===== src/rtl/morra_pkg.sv =====
// Shared move/result encodings, FSM states and the forbidden-move payload.
package morra_pkg;

   localparam logic [1:0] MOSSA_NULLA  = 2'b00;
   localparam logic [1:0] SASSO        = 2'b01;
   localparam logic [1:0] CARTA        = 2'b10;
   localparam logic [1:0] FORBICE      = 2'b11;

   localparam logic [1:0] RIS_NULLO    = 2'b00;
   localparam logic [1:0] RIS_PRIMO    = 2'b01;
   localparam logic [1:0] RIS_SECONDO  = 2'b10;
   localparam logic [1:0] RIS_PAREGGIO = 2'b11;

   typedef enum logic [1:0] {
      IDLE = 2'b00,
      PLAY = 2'b01,
      DONE = 2'b10
   } state_t;

   // Move the last winner may not replay; p2 selects which player it binds.
   typedef struct packed {
      logic       valid;
      logic       p2;
      logic [1:0] mossa;
   } vietata_t;

   // True when move a beats move b.
   function automatic logic batte(input logic [1:0] a, input logic [1:0] b);
      return ((a == SASSO)   && (b == FORBICE)) ||
             ((a == FORBICE) && (b == CARTA))   ||
             ((a == CARTA)   && (b == SASSO));
   endfunction

endpackage


===== src/rtl/morra_manche_judge.sv =====
// Combinational judge of a single manche: validity and outcome.
module morra_manche_judge
   import morra_pkg::*;
#(
   parameter int unsigned NO_REPEAT = 1
) (
   input  logic [1:0] primo,
   input  logic [1:0] secondo,
   input  vietata_t   vietata,
   output logic       valid_c,
   output logic [1:0] result_c
);

   logic repeat_hit;

   // Reject empty moves and a replay of the forbidden winning move, then score.
   always_comb begin
      valid_c    = 1'b0;
      result_c   = RIS_NULLO;
      repeat_hit = vietata.valid &&
                   (vietata.p2 ? (secondo == vietata.mossa) : (primo == vietata.mossa));
      if ((primo != MOSSA_NULLA) && (secondo != MOSSA_NULLA) &&
          !((NO_REPEAT != 0) && repeat_hit)) begin
         valid_c = 1'b1;
         if (batte(primo, secondo))
            result_c = RIS_PRIMO;
         else if (batte(secondo, primo))
            result_c = RIS_SECONDO;
         else
            result_c = RIS_PAREGGIO;
      end
   end

endmodule


===== src/rtl/morra_cinese_match.sv =====
// Two-player rock-paper-scissors match engine: FSM, scoring, end detection, tallies.
module morra_cinese_match
   import morra_pkg::*;
#(
   parameter  int unsigned MIN_MANCHE = 4,
   parameter  int unsigned CFG_W      = 4,
   parameter  int unsigned WIN_MARGIN = 2,
   parameter  int unsigned NO_REPEAT  = 1,
   parameter  int unsigned VIT_W      = 8,
   localparam int unsigned MAX_TOT    = MIN_MANCHE + 2**CFG_W - 1,
   localparam int unsigned CNT_W      = $clog2(MAX_TOT + 1)
) (
   input  logic             clk,
   input  logic             rst,
   input  logic             INIZIA,
   input  logic [1:0]       PRIMO,
   input  logic [1:0]       SECONDO,
   output logic [1:0]       MANCHE,
   output logic [1:0]       PARTITA,
   output logic [CNT_W-1:0] N_MANCHE,
   output logic [CNT_W-1:0] PUNTI_PRIMO,
   output logic [CNT_W-1:0] PUNTI_SECONDO,
   output logic [VIT_W-1:0] VITTORIE_PRIMO,
   output logic [VIT_W-1:0] VITTORIE_SECONDO
);

   state_t             state_q, state_d;
   vietata_t           vietata_q, vietata_d;
   logic [CNT_W-1:0]   max_q, max_d;
   logic [CNT_W-1:0]   n_d, p1_d, p2_d, diff;
   logic [1:0]         manche_d, partita_d;
   logic [VIT_W-1:0]   v1_d, v2_d;
   logic [3:0]         mosse;
   logic [CFG_W-1:0]   cfg;
   logic               valid_c;
   logic [1:0]         result_c;
   logic               fine;

   assign mosse = {PRIMO, SECONDO};
   assign cfg   = mosse[CFG_W-1:0];

   morra_manche_judge #(
      .NO_REPEAT (NO_REPEAT)
   ) u_judge (
      .primo    (PRIMO),
      .secondo  (SECONDO),
      .vietata  (vietata_q),
      .valid_c  (valid_c),
      .result_c (result_c)
   );

   // Next-state, scoring and end-of-match decision.
   always_comb begin
      state_d   = state_q;
      vietata_d = vietata_q;
      max_d     = max_q;
      n_d       = N_MANCHE;
      p1_d      = PUNTI_PRIMO;
      p2_d      = PUNTI_SECONDO;
      manche_d  = RIS_NULLO;
      partita_d = PARTITA;
      v1_d      = VITTORIE_PRIMO;
      v2_d      = VITTORIE_SECONDO;
      diff      = '0;
      fine      = 1'b0;

      if (INIZIA) begin
         max_d     = CNT_W'(MIN_MANCHE) + CNT_W'(cfg);
         n_d       = '0;
         p1_d      = '0;
         p2_d      = '0;
         partita_d = RIS_NULLO;
         vietata_d = '0;
         state_d   = PLAY;
      end else begin
         unique case (state_q)
            PLAY: begin
               if (valid_c) begin
                  manche_d = result_c;
                  n_d      = N_MANCHE + CNT_W'(1);
                  unique case (result_c)
                     RIS_PRIMO: begin
                        p1_d      = PUNTI_PRIMO + CNT_W'(1);
                        vietata_d = '{valid: 1'b1, p2: 1'b0, mossa: PRIMO};
                     end
                     RIS_SECONDO: begin
                        p2_d      = PUNTI_SECONDO + CNT_W'(1);
                        vietata_d = '{valid: 1'b1, p2: 1'b1, mossa: SECONDO};
                     end
                     default: vietata_d = '0;
                  endcase
                  diff = (p1_d > p2_d) ? (p1_d - p2_d) : (p2_d - p1_d);
                  fine = ((n_d >= CNT_W'(MIN_MANCHE)) && (diff >= CNT_W'(WIN_MARGIN))) ||
                         (n_d == max_q);
                  if (fine) begin
                     state_d = DONE;
                     if (p1_d > p2_d) begin
                        partita_d = RIS_PRIMO;
                        v1_d = (VITTORIE_PRIMO == '1) ? VITTORIE_PRIMO
                                                      : VITTORIE_PRIMO + VIT_W'(1);
                     end else if (p2_d > p1_d) begin
                        partita_d = RIS_SECONDO;
                        v2_d = (VITTORIE_SECONDO == '1) ? VITTORIE_SECONDO
                                                        : VITTORIE_SECONDO + VIT_W'(1);
                     end else begin
                        partita_d = RIS_PAREGGIO;
                     end
                  end
               end
            end
            default: ;
         endcase
      end
   end

   // State, configuration and output registers.
   always_ff @(posedge clk) begin
      if (rst) begin
         state_q          <= IDLE;
         vietata_q        <= '0;
         max_q            <= CNT_W'(MIN_MANCHE);
         MANCHE           <= RIS_NULLO;
         PARTITA          <= RIS_NULLO;
         N_MANCHE         <= '0;
         PUNTI_PRIMO      <= '0;
         PUNTI_SECONDO    <= '0;
         VITTORIE_PRIMO   <= '0;
         VITTORIE_SECONDO <= '0;
      end else begin
         state_q          <= state_d;
         vietata_q        <= vietata_d;
         max_q            <= max_d;
         MANCHE           <= manche_d;
         PARTITA          <= partita_d;
         N_MANCHE         <= n_d;
         PUNTI_PRIMO      <= p1_d;
         PUNTI_SECONDO    <= p2_d;
         VITTORIE_PRIMO   <= v1_d;
         VITTORIE_SECONDO <= v2_d;
      end
   end

endmodule


===== config.mk =====
export PLATFORM = sky130hd
export DESIGN_NAME = morra_cinese_match
export DESIGN_NICKNAME = d
export VERILOG_FILES = /design/src/rtl/morra_pkg.sv /design/src/rtl/morra_manche_judge.sv /design/src/rtl/morra_cinese_match.sv
export SDC_FILE = /design/constraint.sdc
export NUM_CORES = 1
export LEC_CHECK = 0
export CAP_MARGIN = 20
export CORE_MARGIN = 10
export CORE_UTILIZATION = 50
export DETAILED_ROUTE_END_ITERATION = 8
export MAX_ROUTING_LAYER = met4
export PLACE_DENSITY = 0.77
export SETUP_SLACK_MARGIN = 0.4
export SYNTH_ARGS = -nofsm -noshare
export SYNTH_HDL_FRONTEND = slang
export SYNTH_SLANG_ARGS = --single-unit

===== constraint.sdc =====
create_clock -name clk -period 10.04 [get_ports clk]
set_input_delay 2.008 -clock clk [delete_from_list [all_inputs] [get_ports clk]]
set_output_delay 2.008 -clock clk [all_outputs]
set_load 0.05 [all_outputs]

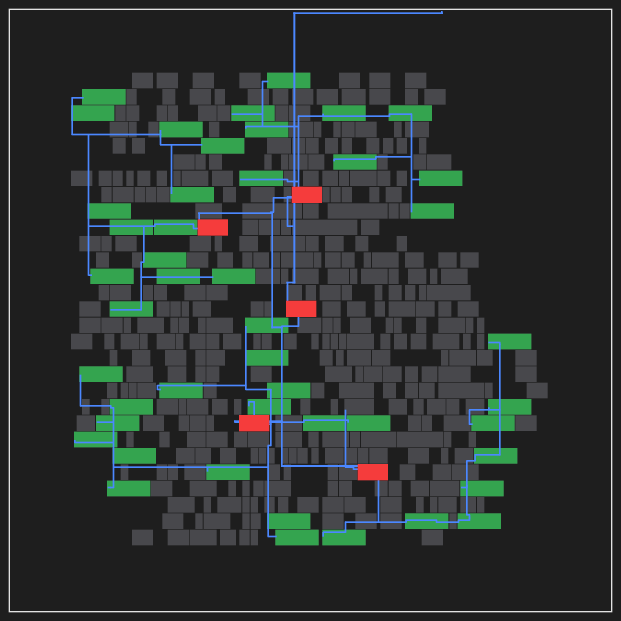
*Routed clock nets over the placement, run 1*
(6 px per µm)
Key: clock wires = blue [length 636 µm]; flip-flops = green [count 46]; clock-net drivers = red [count 5]
There are 6 routed clock nets.
Clk pwr share: 34.1%
Clock group: 144 µW
worst-skew pair later-pin latency: 0.30 ns
Layout Skew: 0.00531 ns

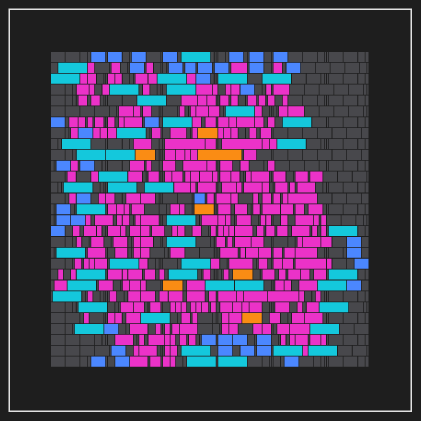
*Placement by cell class, run 1*
(4 px per µm) Fill, decap, tap and diode cells in gray.
Key: remaining buffers and delay cells = blue [cells 43, share of their area 12%]; remaining logic cells = magenta [cells 313, share of their area 60%]; sequential cells = cyan [cells 46, share of their area 25%]; clock drivers and dummy loads = orange [cells 7, share of their area 3.1%]
final instance area: 3770 µm²
flop share of the area: 24.4%
# rows: 29
post-layout util: 60.1%

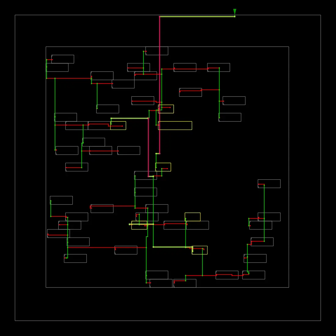
*Clock wiring as the flow saved it, run 1*
clk_buf instances: 6
clock sink count: 46

## run 1: worst paths after layout
kind | startpoint | end | slack, ns | cells past startpoint
worst max-delay path | PRIMO[0] | VITTORIE_SECONDO[7] | 2.88 | 22
worst max register to register | vietata_q[2] | VITTORIE_SECONDO[7] | 4.91 | 20
worst min-delay path | state_q[1] | state_q[1] | 0.47 | 1
worst min register to register | state_q[1] | state_q[1] | 0.47 | 1
## run 1: final cells by class
cell class | count | area (µm²) | area share [%]
multi-input combinational | 296 | 2160 | 57.1
sequential | 46 | 921 | 24.4
timing repair buffer | 43 | 425 | 11.3
tap | 77 | 96.3 | 2.55
clock buffer | 6 | 82.6 | 2.19
inverter | 17 | 63.8 | 1.69
clock inverter | 1 | 30.0 | 0.795
## run 1: stage by stage
stage | power [mW] | instance area, µm²
2_1_floorplan | 0.263 | 3210
3_3_place_gp | 0.279 | 3660
3_5_place_dp | 0.281 | 3660
4_1_cts | 0.422 | 3770
5_1_grt | 0.439 | 3770
6_report | 0.421 | 3770
## run 1: sequential cells by signal (all words and copies together) (netlist names)
signal	flops
MANCHE	2
N_MANCHE	5
PARTITA	2
PUNTI_PRIMO	5
PUNTI_SECONDO	5
VITTORIE_PRIMO	8
VITTORIE_SECONDO	8
max_q	5
state_q	2
vietata_q	4
## run 1: report_power, final
| part | total [mW] | switching [mW] | leakage, nW | internal (mW) |
|---|---|---|---|---|
| combinational | 0.0898 | 0.0547 | 1.05 | 0.0351 |
| clock | 0.144 | 0.0640 | 0.0573 | 0.0797 |
| sequential | 0.187 | 0.00261 | 0.372 | 0.185 |
## run 1: layer usage
metal	part of all wire [%]	GRT usage, %
met1	47	18.3
met2	48	23.6
met3	3.5	3.02
met4	1.2	4.78
met5	0	-
==> Slide: Implementation Results, run 1 <==
Flow Results at a Glance

Status
  – Outcome: finished, final reports clean

Critical path
  – Setup crit start kind: input pin
  – Worst Setup Path Type: input pin to flip-flop
  – Crit. End Element: flip-flop
  – Worst path max stage delay: 0.57 ns
  – Slowest CP cell: clkdlybuf4s50_1

Routing
  – Drt total wl: 7.18 mm
  – Remaining antenna violation count: 0

Floorplanning
  – Die width: about 100 µm
  – Io pins: 42

Yosys
  – FA/HA/MAJ Cells, Area Fraction: roughly 9%
  – Flops & latches, synth: between 40 and 50
  – Chip Area, Yosys: 3210 µm²
  – Top-count cell post-synth: dfxtp_1
  – Syn Std Cell Area: 3210 µm²
  – Synth Instances: 374
  – Number of nets at floorplan: about 400
  – Ys cells: 374
  – Top cells by area: dfxtp_1 29%, ha_1 7.8%, nor2_1 4.1%, a21oi_1 3.9%, xnor2_1 3.8%
  – Yosys top cell by area: dfxtp_1

Cells and area
  – Share of cells above drive strength 1: under 10%
  – Most frequent logic cell in the layout: dfxtp_1

Placement
  – Setup Slack @ Placement: 2.63 ns
  – DP Cell Count: approximately 480

Clock tree
  – Post-CTS Hold Buffers: 0

Timing
  – Fin. Hold Viols: 0
  – Slew HR: 38.8%
  – Setup_tns: 0 ns
  – Hold Slack: about 0.47 ns

GRT
  – Vias in the first global route: 2630
## Run 2: what changed since run 1
==> constraint.sdc (replaced) <==
create_clock -name clk -period 7.4 [get_ports clk]
set_input_delay 1.48 -clock clk [delete_from_list [all_inputs] [get_ports clk]]
set_output_delay 1.48 -clock clk [all_outputs]
set_load 0.05 [all_outputs]
==> Slide: Implementation Results, run 2 <==
Flow Results at a Glance

Cells and area
  – Most frequent logic cell in the layout: dfxtp_1
  – FILL cells: 542
  – Share of cells above drive strength 1: 10.0% (+0.22 points)

Yosys
  – FA/HA/MAJ Cells, Area Fraction: 9.08% (unchanged)
  – Yosys top cell by area: dfxtp_1
  – Ys cells: 374 (unchanged)
  – Number of nets at floorplan: 402 (unchanged)
  – Synth Instances: 374 (unchanged)
  – Chip Area, Yosys: 3210 µm² (unchanged)
  – Flops & latches, synth: 46 (unchanged)
  – Syn Std Cell Area: 3210 µm² (unchanged)
  – Top-count cell post-synth: dfxtp_1

GRT
  – Global routing's busiest layer: met2
  – Vias in the first global route: 2664 (+1.3%)
  – Met1 GRT Util: 18.9% (+0.53 points)
  – Grt met2 use: 23.6% (unchanged)

Timing
  – Slew HR: 40.6% (+1.8 points)
  – Setup_tns: 0 ns (unchanged)
  – Fin. Hold Viols: 0 (unchanged)
  – Worst slew pin tran: 0.887 ns

Critical path
  – Reg-to-Reg End: VITTORIE_SECONDO[7]
  – R2r startpoint: vietata_q[2]
  – Worst Setup Path Type: input pin to flip-flop
  – Reg2Reg Setup Slack: 2.23 ns (-2.68 ns)
  – Reg2Reg Depth: 20 (unchanged)
  – Crit. End Element: flip-flop
  – Critical Path AT: 6.80 ns
  – Slowest CP cell: clkdlybuf4s50_1
  – Worst path max stage delay: 0.57 ns (about the same)
  – Setup crit start kind: input pin

Status
  – Outcome: finished, final reports clean

Clock tree
  – Worst-skew pair later-pin latency: 0.30 ns (about the same)

Floorplanning
  – Die width: 100 µm (unchanged)
  – Io pins: 42 (unchanged)

Routing
  – Highest Signal Layer: met4
  – Routed wl met2: 3.40 mm (-1.6%)
  – Met3 routed WL: 209 µm (-16%)
  – Remaining antenna violation count: 0 (unchanged)

Power
  – Leakage: 1.47 nW

Min path
  – Hold endpoint: state_q[1]
  – Hold Crit Start: state_q[1]

Placement
  – DP Cell Count: 479 (unchanged)
==> run 2: cell counts after synthesis <==
No cell type changed its count.
==> run 2: layout make-up <==
| cell class | instances | area [µm²] | area share (%) |
|---|---|---|---|
| Clock buffer | 6 | 82.6 | 2.20 |
| Clock inverter | 2 | 12.5 | 0.333 |
| Inverter | 17 | 63.8 | 1.70 |
| Multi-Input combinational cell | 296 | 2160 | 57.4 |
| Sequential cell | 46 | 921 | 24.5 |
| Tap cell | 77 | 96.3 | 2.56 |
| Timing Repair Buffer | 43 | 425 | 11.3 |
==> run 2: how the worst max path moves through the flow <==
| stage | to | depth (start not counted) | startpoint |
|---|---|---|---|
| 6_report | VITTORIE_SECONDO[7] | 22 | PRIMO[0] |
| 5_1_grt | VITTORIE_SECONDO[7] | 22 | PRIMO[0] |
| 4_1_cts | VITTORIE_SECONDO[7] | 22 | PRIMO[0] |
| 3_5_place_dp | VITTORIE_SECONDO[7] | 22 | PRIMO[0] |
| 3_3_place_gp | VITTORIE_SECONDO[7] | 22 | PRIMO[0] |
| 2_1_floorplan | VITTORIE_SECONDO[7] | 23 | SECONDO[1] |
==> run 2: power by group <==
part / internal [mW] / switching, mW / leakage [nW] / total, mW
Combinational: 0.0475 / 0.0738 / 1.05 / 0.121
Sequential: 0.251 / 0.00357 / 0.372 / 0.254
Clock: 0.0752 / 0.0901 / 0.0472 / 0.165
==> run 2: metrics by stage <==
step | instance area (µm²) | hold slack (ns) | total power [mW] | setup WS, ns
2_1_floorplan | 3210 | 0.432 | 0.356 | 1.72
3_3_place_gp | 3660 | 0.451 | 0.378 | 0.744
3_5_place_dp | 3660 | 0.458 | 0.380 | 0.504
4_1_cts | 3760 | 0.480 | 0.543 | 0.837
5_1_grt | 3760 | 0.512 | 0.569 | 0.424
6_report | 3760 | 0.476 | 0.541 | 0.799
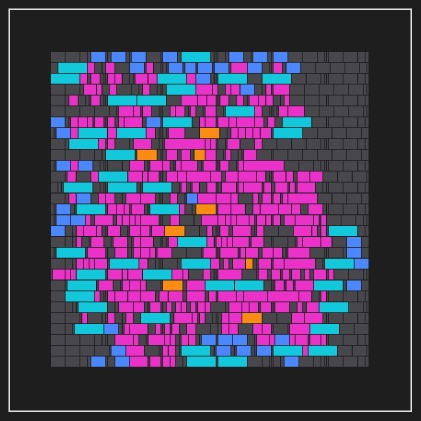
*Placement by cell class, run 2*
(4 px per µm) Fill, decap, tap and diode cells in gray.
Key: remaining logic cells = magenta [cells 313, share of their area 61%]; sequential cells = cyan [cells 46, share of their area 25%]; clock drivers and dummy loads = orange [cells 8, share of their area 2.6%]; remaining buffers and delay cells = blue [cells 43, share of their area 12%]
post-layout util: 59.9%
core region area: 6280 µm²
flop share of the area: 24.5%
final instance area: 3760 µm²

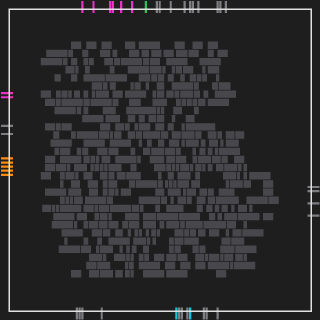
*Pin map, run 2*
(3 px per µm) Pins as bars across the die edge, other pins in gray.
Key: VITTORIE_PRIMO = magenta [pins 8, direction output, edge 6 top, 2 left]; N_MANCHE = orange [pins 5, direction output, edge left]; MANCHE = cyan [pins 2, direction output, edge bottom]; rst = green [pins 1, direction input, edge top]
All pins by edge: 17 top, 12 bottom, 9 left, 4 right.
DIE HEIGHT: 100 µm
IO buf count: 41

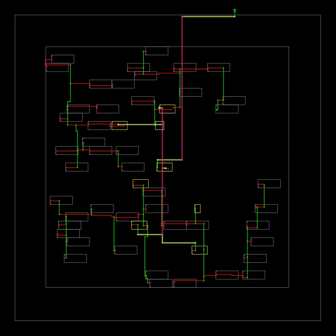
*Clock wiring as the flow saved it, run 2*
Layout Skew: 0.00625 ns
CTS Buf Count: 5
FFs & Latches: 46
Clock group: 165 µW

No activity file was given, so power comes from the tool's default toggle rates.
